### Register map, names as in the netlist, run 1

Other sequential cells in the stronger grey, the rest of the logic in the fainter grey.
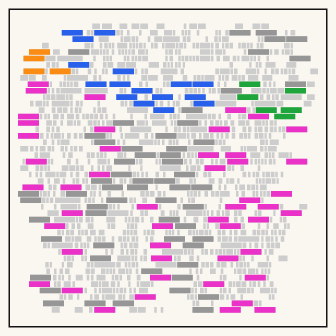
### Track usage over the die, run 1

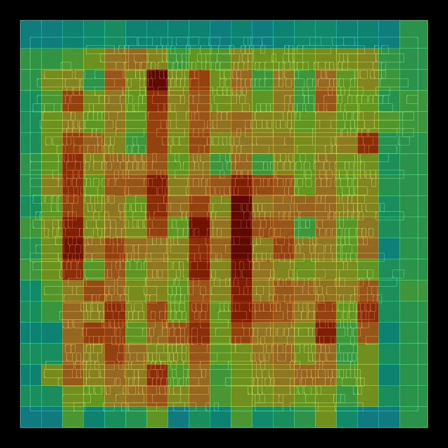
### Pin map, run 1

Pins as bars across the die edge, other pins in grey.
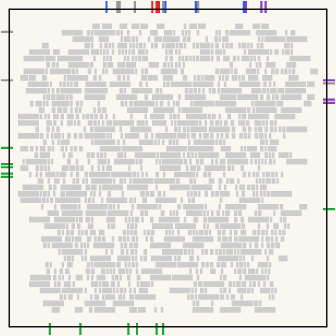
**src/rtl/party_tone_mixer.sv**
```systemverilog
// Multi-channel square-wave tone generator whose volumes are summed into a PWM DAC.
// Build macro TONE_MIXER_NOISE_EN turns channel 0 into a 15-bit LFSR noise source.
module party_tone_mixer #(
    parameter int CHANNELS = 4,
    parameter int PERIOD_W = 12,
    parameter int VOL_W    = 4,
    parameter int TICK_DIV = 16,
    localparam int MIX_W   = (CHANNELS > 1) ? (VOL_W + $clog2(CHANNELS)) : (VOL_W + 1)
) (
    input  logic                clk,
    input  logic                rst,
    input  logic                wr_en,
    input  logic [2:0]          wr_addr,
    input  logic [PERIOD_W-1:0] wr_period,
    input  logic [VOL_W-1:0]    wr_vol,
    output logic [CHANNELS-1:0] phase_out,
    output logic [MIX_W-1:0]    mix_out,
    output logic                pwm_out
);

    localparam int PRE_W = $clog2(TICK_DIV);

    logic [PRE_W-1:0]                   presc_q, presc_d;
    logic                               tick_s;
    logic                               wr_hit_s;
    logic [CHANNELS-1:0][PERIOD_W-1:0]  period_q, period_d;
    logic [CHANNELS-1:0][PERIOD_W-1:0]  cnt_q, cnt_d;
    logic [CHANNELS-1:0][VOL_W-1:0]     vol_q, vol_d;
    logic [CHANNELS-1:0]                phase_q, phase_d;
    logic [CHANNELS-1:0]                reload_s;
    logic [MIX_W-1:0]                   mix_s;
    logic [MIX_W-1:0]                   mix_q, mix_d;
    logic [MIX_W-1:0]                   pwm_cnt_q, pwm_cnt_d;
    logic                               pwm_q, pwm_d;

`ifdef TONE_MIXER_NOISE_EN
    logic [14:0] lfsr_q, lfsr_d;

    // Fibonacci shift for x^15 + x^14 + 1; the new feedback bit lands in bit 0.
    function automatic logic [14:0] lfsr_step(input logic [14:0] s);
        return {s[13:0], s[14] ^ s[13]};
    endfunction
`endif

    // Prescaler: the tick fires in the last count so channels update on the wrap edge.
    always_comb begin
        tick_s = (presc_q == PRE_W'(TICK_DIV - 1));
        if (tick_s) begin
            presc_d = '0;
        end else begin
            presc_d = presc_q + PRE_W'(1);
        end
    end

    // Write decode: out-of-range addresses are dropped without touching any channel.
    always_comb begin
        wr_hit_s = wr_en & ({1'b0, wr_addr} < 4'(CHANNELS));
    end

    // Per-channel tone state; a write overrides any tick reload in the same cycle.
    always_comb begin
        period_d = period_q;
        vol_d    = vol_q;
        cnt_d    = cnt_q;
        phase_d  = phase_q;
        reload_s = '0;
        for (int i = 0; i < CHANNELS; i++) begin
            if (wr_hit_s && (wr_addr == 3'(i))) begin
                period_d[i] = wr_period;
                vol_d[i]    = wr_vol;
                cnt_d[i]    = wr_period;
                if (wr_period == '0) begin
                    phase_d[i] = 1'b0;
                end else begin
                    phase_d[i] = phase_q[i];
                end
            end else if (period_q[i] == '0) begin
                cnt_d[i]   = '0;
                phase_d[i] = 1'b0;
            end else if (tick_s) begin
                if (cnt_q[i] == '0) begin
                    cnt_d[i]    = period_q[i];
                    phase_d[i]  = ~phase_q[i];
                    reload_s[i] = 1'b1;
                end else begin
                    cnt_d[i] = cnt_q[i] - PERIOD_W'(1);
                end
            end else begin
                cnt_d[i] = cnt_q[i];
            end
        end
`ifdef TONE_MIXER_NOISE_EN
        // Channel 0 phase comes from the LFSR, which only advances on its reloads.
        if (reload_s[0]) begin
            lfsr_d     = lfsr_step(lfsr_q);
            phase_d[0] = lfsr_d[0];
        end else begin
            lfsr_d = lfsr_q;
        end
`endif
    end

    // Unsaturated sum of the volumes of every channel currently high.
    always_comb begin
        mix_s = '0;
        for (int i = 0; i < CHANNELS; i++) begin
            if (phase_q[i]) begin
                mix_s = mix_s + MIX_W'(vol_q[i]);
            end else begin
                mix_s = mix_s;
            end
        end
    end

    // PWM: sample the mix only at the start of a PWM frame so each frame has one duty.
    always_comb begin
        pwm_cnt_d = pwm_cnt_q + MIX_W'(1);
        if (pwm_cnt_q == '0) begin
            mix_d = mix_s;
        end else begin
            mix_d = mix_q;
        end
        pwm_d = (pwm_cnt_q < mix_d);
    end

    // State registers.
    always_ff @(posedge clk or posedge rst) begin
        if (rst) begin
            presc_q   <= '0;
            period_q  <= '0;
            vol_q     <= '0;
            cnt_q     <= '0;
            phase_q   <= '0;
            mix_q     <= '0;
            pwm_cnt_q <= '0;
            pwm_q     <= 1'b0;
`ifdef TONE_MIXER_NOISE_EN
            lfsr_q    <= 15'h4000;
`endif
        end else begin
            presc_q   <= presc_d;
            period_q  <= period_d;
            vol_q     <= vol_d;
            cnt_q     <= cnt_d;
            phase_q   <= phase_d;
            mix_q     <= mix_d;
            pwm_cnt_q <= pwm_cnt_d;
            pwm_q     <= pwm_d;
`ifdef TONE_MIXER_NOISE_EN
            lfsr_q    <= lfsr_d;
`endif
        end
    end

    assign phase_out = phase_q;
    assign mix_out   = mix_q;
    assign pwm_out   = pwm_q;

endmodule

```
**config.mk**
```make
export PLATFORM = sky130hd
export DESIGN_NAME = party_tone_mixer
export DESIGN_NICKNAME = d
export VERILOG_FILES = /design/src/rtl/party_tone_mixer.sv
export SDC_FILE = /design/constraint.sdc
export NUM_CORES = 1
export LEC_CHECK = 0
export ABC_AREA = 1
export CORE_MARGIN = 3
export CORE_UTILIZATION = 50
export CTS_CLUSTER_DIAMETER = 100
export DETAILED_ROUTE_END_ITERATION = 7
export GPL_TIMING_DRIVEN = 0
export PLACE_DENSITY = 0.71
export SYNTH_ARGS = -nofsm -noshare
export SYNTH_HDL_FRONTEND = slang
export SYNTH_SLANG_ARGS = --single-unit
```
**constraint.sdc**
```tcl
create_clock -name clk -period 5.2 [get_ports clk]
set_input_delay 1.3 -clock clk [delete_from_list [all_inputs] [get_ports clk]]
set_output_delay 1.3 -clock clk [all_outputs]
set_load 0.02 [all_outputs]
```
==> flow_metrics.tcl, run 1 <==
# implementation run metrics
set metrics [dict create \
    period_used_pct 77.4 \
    drc 0 \
    worst_slew_pin_slew_ns 0.748 \
    p_sw_w 0.00150 \
    netlist_area_um2 8110 \
    h-tree-depth 4 \
    cts_setup_buffers 0 \
    seqCellArea_um2 3330 \
    p_leak_nw 4.59 \
    warnings 32 \
    rsz0062_at_grt "false" \
    edf_count 0 \
    ctsResizeCount 0 \
    io_pins 33 \
    status "completed" \
    fillers 1456 \
    lay_top_count "nand2_1" \
    gp_congestion 0.880 \
    max_slew_margin_pct 50.1 \
    finalNetCount 1164 \
    critPathCaptureType "flop" \
    crit_family "adder cells" \
    postCtsHoldBufs 0 \
    switching_share_pct 36.4 \
    rows 45 \
    comb_power_share_pct 32.7 \
    final_hold_viol_count 0 \
    viasPerCell 5.27 \
    core_area_um2 15500 \
    worst_ep_required_time_ns 5.54 \
    synth_top_cell_by_count "nand2_1" \
    overflow 0 \
    drv_cap 0 \
    combGateArea_um2 4000 \
    grt_pass1_wl_um 33900 \
    yosys_warnings 0 \
    cts.path.max_buffers 2 \
    peakVddDrop_mv 0.266 \
    drt-initial-drc-count 610 \
    p_clk_share_pct 29.1 \
    hold_ws_ns 0.486 \
    drt_first_pass_iters 5 \
    totalWireLength_um 20400 \
    final-setup-viol-count 0 \
    drive_gt1_share_pct 9.79 \
    clock_latency_ns 0.41 \
    die_y_um 133 \
]
Notes on 'Register map, names as in the netlist' above:
colour	netlist name	sequential cells
magenta	cnt_q	48
orange	presc_q	4
green	pwm_cnt_q	6
blue	vol_q	16
not coloured	59

Notes on 'Track usage over the die' above:
busiest grt layer: met2
met2 Use GR: 36.9%
DR WL/cell: 15.3 µm
met3 usage: 4.76%
GRT Resource Usage Total: 23.9%

Notes on 'Pin map' above:
colour	port	pins	direction	edge
purple	mix_out	6	output	3 top, 3 right
green	wr_period	12	input	6 bottom, 5 left, 1 right
red	wr_addr	3	input	top
blue	phase_out	4	output	top
all pins by edge	15 top, 7 left, 6 bottom, 5 right

-- run 1: per-layer routing --
metal / up-vias / GRT usage [%] / part of all wire, %
met2: 199 / 36.9 / 46
met4: 0 / 6.69 / 1.5
met3: 25 / 4.76 / 5.3
met5: - / 0 / 0
li1: 3558 / - / -
met1: 3260 / 34.4 / 47
-- run 1: final timing paths --
kind	startpoint	end	slack, ns	depth (start not counted)
worst max-delay path	phase_out[0]	pwm_out	1.18	25
worst min-delay path	vol_q[3]	vol_q[3]	0.49	2
worst max register to register	phase_out[0]	pwm_out	1.18	25
worst min register to register	vol_q[3]	vol_q[3]	0.49	2
max in group asynchronous	rst	period_q[38]	3.17	3
min in group asynchronous	rst	cnt_q[11]	1.25	2
-- run 1: tightest hold or removal path: stages (launching register included) --
cell and delay, ns:
dfrtp_1 0.34, nand2_1 0.05, o21ai_0 0.06
-- run 1: layout make-up --
type,instances,area share [%]
well taps,211,2.85
repair buffers,28,3.22
clock inverters,10,1.41
clock buffers,22,4.91
inverters,155,6.54
flip-flops and latches,133,35.9
plain buffers,29,1.95
multi-input cells,747,43.2
-- run 1: state kept, by name (all words and copies together) (netlist names) --
signal     cells
mix_out        6
pwm_cnt_q      6
phase_out      4
pwm_out        1
period_q      48
presc_q        4
cnt_q         48
vol_q         16
-- run 1: power by group through the flow --
stage                     Sequential (W)  Combinational (W)  Clock, W
final                            0.00157            0.00135   0.00120
after global routing             0.00161            0.00157   0.00127
after CTS                        0.00157            0.00135   0.00122
after detailed placement         0.00158            0.00134         0
after global placement           0.00157            0.00130         0
after floorplan                  0.00153            0.00105         0
-- run 1: kinds of logic after synthesis --
logic type      after synthesis  synth area share [%]
simple gates                446                  25.2
compound gates              249                  16.9
buf+inv                     184                  9.63
flops                       133                  41.0
fa+ha+maj                    31                  4.97
xor+xnor                     21                  2.27
### Signal wires by layer, run 1

Two of the layers only.
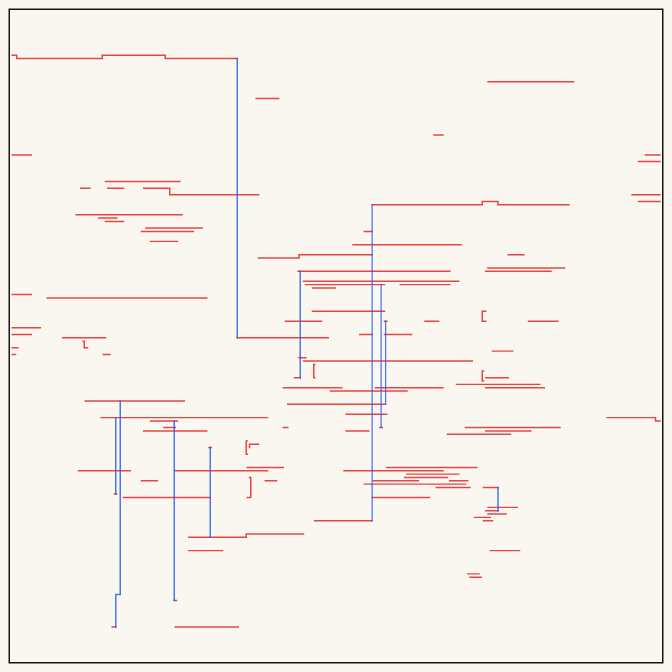

--- run 2 (diff from run 1) ---
==> constraint.sdc (replaced) <==
create_clock -name clk -period 4.1 [get_ports clk]
set_input_delay 1.025 -clock clk [delete_from_list [all_inputs] [get_ports clk]]
set_output_delay 1.025 -clock clk [all_outputs]
set_load 0.02 [all_outputs]
### Signal wires by layer, run 2

Two of the layers only.
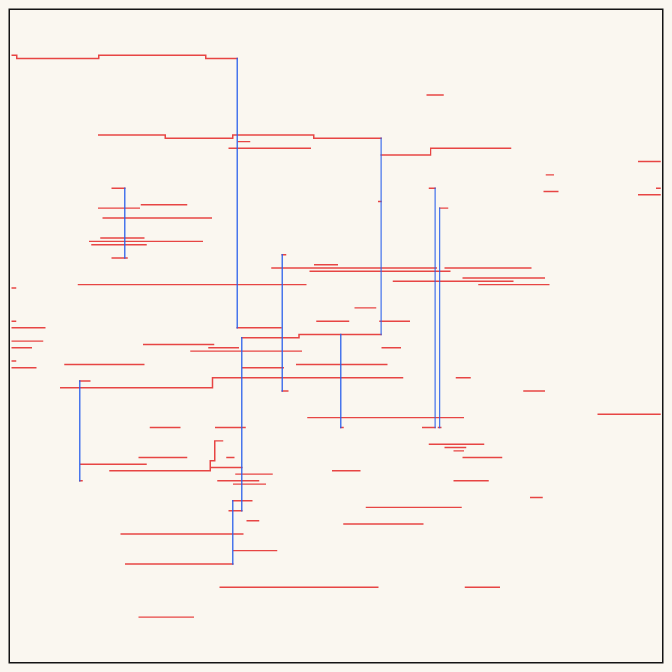
colour	layer	wire length
blue	metal 4	319 µm
red	metal 3	1,030 µm

==> flow_metrics.tcl, run 2 <==
# implementation run metrics
set metrics [dict create \
    status "completed" \
    max_slew_margin_pct 49.8 \
    rows 45 \
    h-tree-depth 4 \
    netlist_area_um2 8110 \
    crit_family "adder cells" \
    rr_startpoint "phase_out[0]" \
    worst_ep_required_time_ns 4.45 \
    drive_gt1_share_pct 11.5 \
    rr_worst_depth 24 \
    ctsResizeCount 0 \
    cts_setup_buffers 0 \
    hold_ws_ns 0.490 \
    r2r-end "pwm_out" \
    die_y_um 133 \
    top_regs "cnt_q x48, period_q x48, vol_q x16" \
    grt_pass1_wl_um 34800 \
    path_depth 24 \
    edf_count 0 \
    postCtsHoldBufs 0 \
    synth_top_cell_by_count "nand2_1" \
    final-setup-viol-count 0 \
    critPathCaptureType "flop" \
    worst_slew_pin_slew_ns 0.753 \
    cp-endpoint "pwm_out" \
]
### Pin map, run 2

Pins as bars across the die edge, other pins in grey.
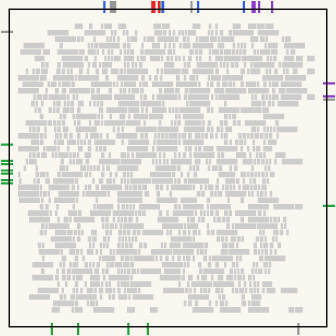
colour	port	pins	direction	edge
purple	mix_out	6	output	4 top, 2 right
green	wr_period	12	input	7 left, 4 bottom, 1 right
red	wr_addr	3	input	top
blue	phase_out	4	output	top
all pins by edge	16 top, 8 left, 5 bottom, 4 right

run 2: netlist changes by cell type in the layout (fill, tap and decap cells not counted), sizes merged:
cell / change
buf: +2
clkbuf: +2
clkinv: -2
clkinvlp: +2
bufinv: -1
inv: -1
run 2: routing by layer:
layer	track usage (%)	part of all wire [%]	wire, µm	vias up
met5	0	0	0	-
met4	6.34	1.5	318	0
met3	5.44	4.9	1030	23
met2	37.8	46	9740	162
met1	34.9	47	9900	3441
li1	-	-	-	3574
run 2: cell type report:
cell class | count | area (µm²) | share of cell area (%)
clock buffer | 24 | 492 | 5.23
clock inverter | 8 | 97.6 | 1.04
tap | 211 | 264 | 2.81
sequential | 133 | 3330 | 35.4
inverter | 155 | 604 | 6.43
multi-input combinational | 747 | 4110 | 43.7
buffer | 29 | 180 | 1.92
timing repair buffer | 30 | 330 | 3.51
run 2: cell families after synthesis:
group,Yosys count,share of synthesized area (%)
xor+xnor,21,2.27
compound gates,249,16.9
flops,133,41.0
buf+inv,184,9.63
fa+ha+maj,31,4.97
simple gates,446,25.2
run 2: where the power goes:
group          switching, W  internal, W  leakage [nW]
clock              0.000570     0.000955         0.282
combinational       0.00106     0.000729          2.73
sequential         0.000332      0.00167          1.59
run 2: how the worst min path moves through the flow:
stage,slack [ns],depth (start not counted),end
floorplan,0.45,2,vol_q[0]
global placement,0.47,2,period_q[22]
detailed placement,0.48,2,vol_q[3]
CTS,0.49,2,vol_q[3]
global route,0.53,1,presc_q[1]
finish,0.49,2,period_q[46]
run 2: metrics by stage:
stage | utilization [%] | cells
6_report | 60.5 | 1337
5_1_grt | 60.5 | 1337
4_1_cts | 59.8 | 1337
3_5_place_dp | 56.0 | 1305
3_3_place_gp | 55.6 | 1302
2_1_floorplan | - | 1064
--- run 3 (diff from run 2) ---
--- a/config.mk
+++ b/config.mk
@@ -8,7 +8,7 @@
 export ABC_AREA = 1
 export CORE_MARGIN = 3
 export CORE_UTILIZATION = 50
-export CTS_CLUSTER_DIAMETER = 100
+export CTS_CLUSTER_DIAMETER = 80
 export DETAILED_ROUTE_END_ITERATION = 7
 export GPL_TIMING_DRIVEN = 0
 export PLACE_DENSITY = 0.71
### Register map, names as in the netlist, run 3

Other sequential cells in the stronger grey, the rest of the logic in the fainter grey.
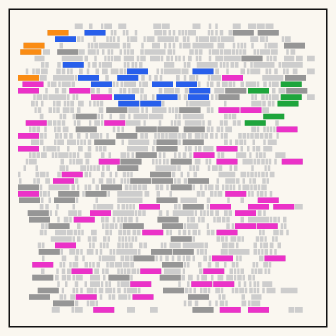
colour	netlist name	sequential cells
magenta	cnt_q	48
blue	vol_q	16
green	pwm_cnt_q	6
orange	presc_q	4

### Signal wires by layer, run 3

Two of the layers only.
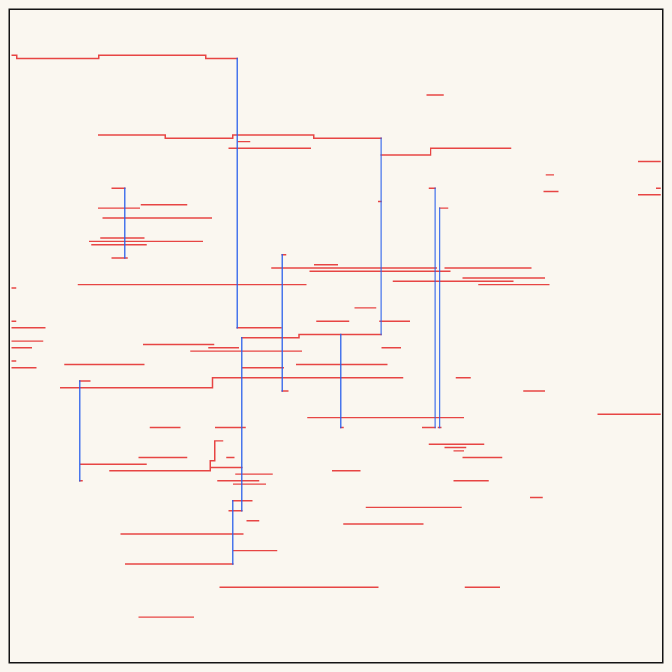
colour	layer	wire length
blue	metal 4	319 µm
red	metal 3	1,030 µm

==> flow_metrics.tcl, run 3 <==
# implementation run metrics
set metrics [dict create \
    fillers 1432 \
    worst-r2r-setup-slack_ns 0.27 \
    totalWireLength_um 21000 \
    overflow 0 \
    h-tree-depth 4 \
    grt_use_met2_pct 37.8 \
    post_drt_wl_per_cell_um 15.7 \
    grt_pass1_wl_um 34800 \
    cts_setup_buffers 0 \
    seqPwrFrac_pct 37.7 \
    powerClk_w 0.00152 \
    drv_cap 0 \
    power-top-group "sequential cells" \
    worst_ep_required_time_ns 4.45 \
    drt-initial-drc-count 657 \
    hp-start "period_q[46]" \
    wl_met3_um 1030 \
    worst_slew_pin_slew_ns 0.753 \
    p_clk_share_pct 28.7 \
    final_util_pct 60.5 \
    yosys_warnings 0 \
    finalNetCount 1166 \
    die_y_um 133 \
    grt_usage_pct 24.4 \
    p_leak_nw 4.60 \
    peakVddDrop_mv 0.344 \
    viasPerCell 5.39 \
    rows 45 \
    final_hold_viol_count 0 \
    comb_power_share_pct 33.7 \
    comb_cell_power_w 0.00179 \
    max_slew_margin_pct 49.8 \
    status "completed" \
    top_regs "cnt_q x48, period_q x48, vol_q x16" \
    p_sw_w 0.00196 \
    netlist_area_um2 8110 \
    core_area_um2 15500 \
]
[run 3: cell counts after synthesis]
No cell type changed its count.
[run 3: per-stage QoR]
stage | cells | worst slack (ns) | hold WS [ns] | setup TNS (ns)
after floorplan | 1064 | 0.430 | 0.453 | 0
after global placement | 1302 | 0.137 | 0.469 | 0
after detailed placement | 1305 | 0.132 | 0.478 | 0
after CTS | 1337 | 0.0894 | 0.492 | 0
after global routing | 1337 | -0.0306 | 0.526 | -0.0306
final | 1337 | 0.273 | 0.490 | 0
[run 3: repair_timing]
item	4_1_cts	5_1_grt
hold buffers	0	0
resized	0	20
setup endpoints to repair	0	1
[run 3: layout make-up]
type | instances | area [µm²] | share of cell area, %
Clock buffer | 24 | 492 | 5.23
Multi-Input combinational cell | 747 | 4110 | 43.7
Timing Repair Buffer | 30 | 330 | 3.51
Sequential cell | 133 | 3330 | 35.4
Inverter | 155 | 604 | 6.43
Clock inverter | 8 | 97.6 | 1.04
Buffer | 29 | 180 | 1.92
Tap cell | 211 | 264 | 2.81
[run 3: path summary, 6_finish.rpt]
kind / endpoint / cells after the start
setup / recovery: pwm_out / 24
max in group asynchronous: cnt_q[8] / 4
min in group asynchronous: cnt_q[38] / 2
setup reg to reg: pwm_out / 24
hold reg to reg: period_q[46] / 2
hold / removal: period_q[46] / 2
[run 3: cells by family (layout without fill, tap and decap cells)]
kind of cell / Yosys count / in the layout / synth area share [%]
AND-OR/OR-AND: 249 / 249 / 16.9
buffers and inverters: 184 / 246 / 9.63
adder cells (fa/ha/maj): 31 / 31 / 4.97
flip-flops: 133 / 133 / 41.0
XOR/XNOR: 21 / 21 / 2.27
AND/OR/NAND/NOR: 446 / 446 / 25.2
[run 3: tightest hold or removal path, stage by stage, from the launching register on]
cell and delay (ns):
dfrtp_1 0.34, nand2_1 0.05, o21ai_0 0.06
Power and IR drop assume default switching activity.
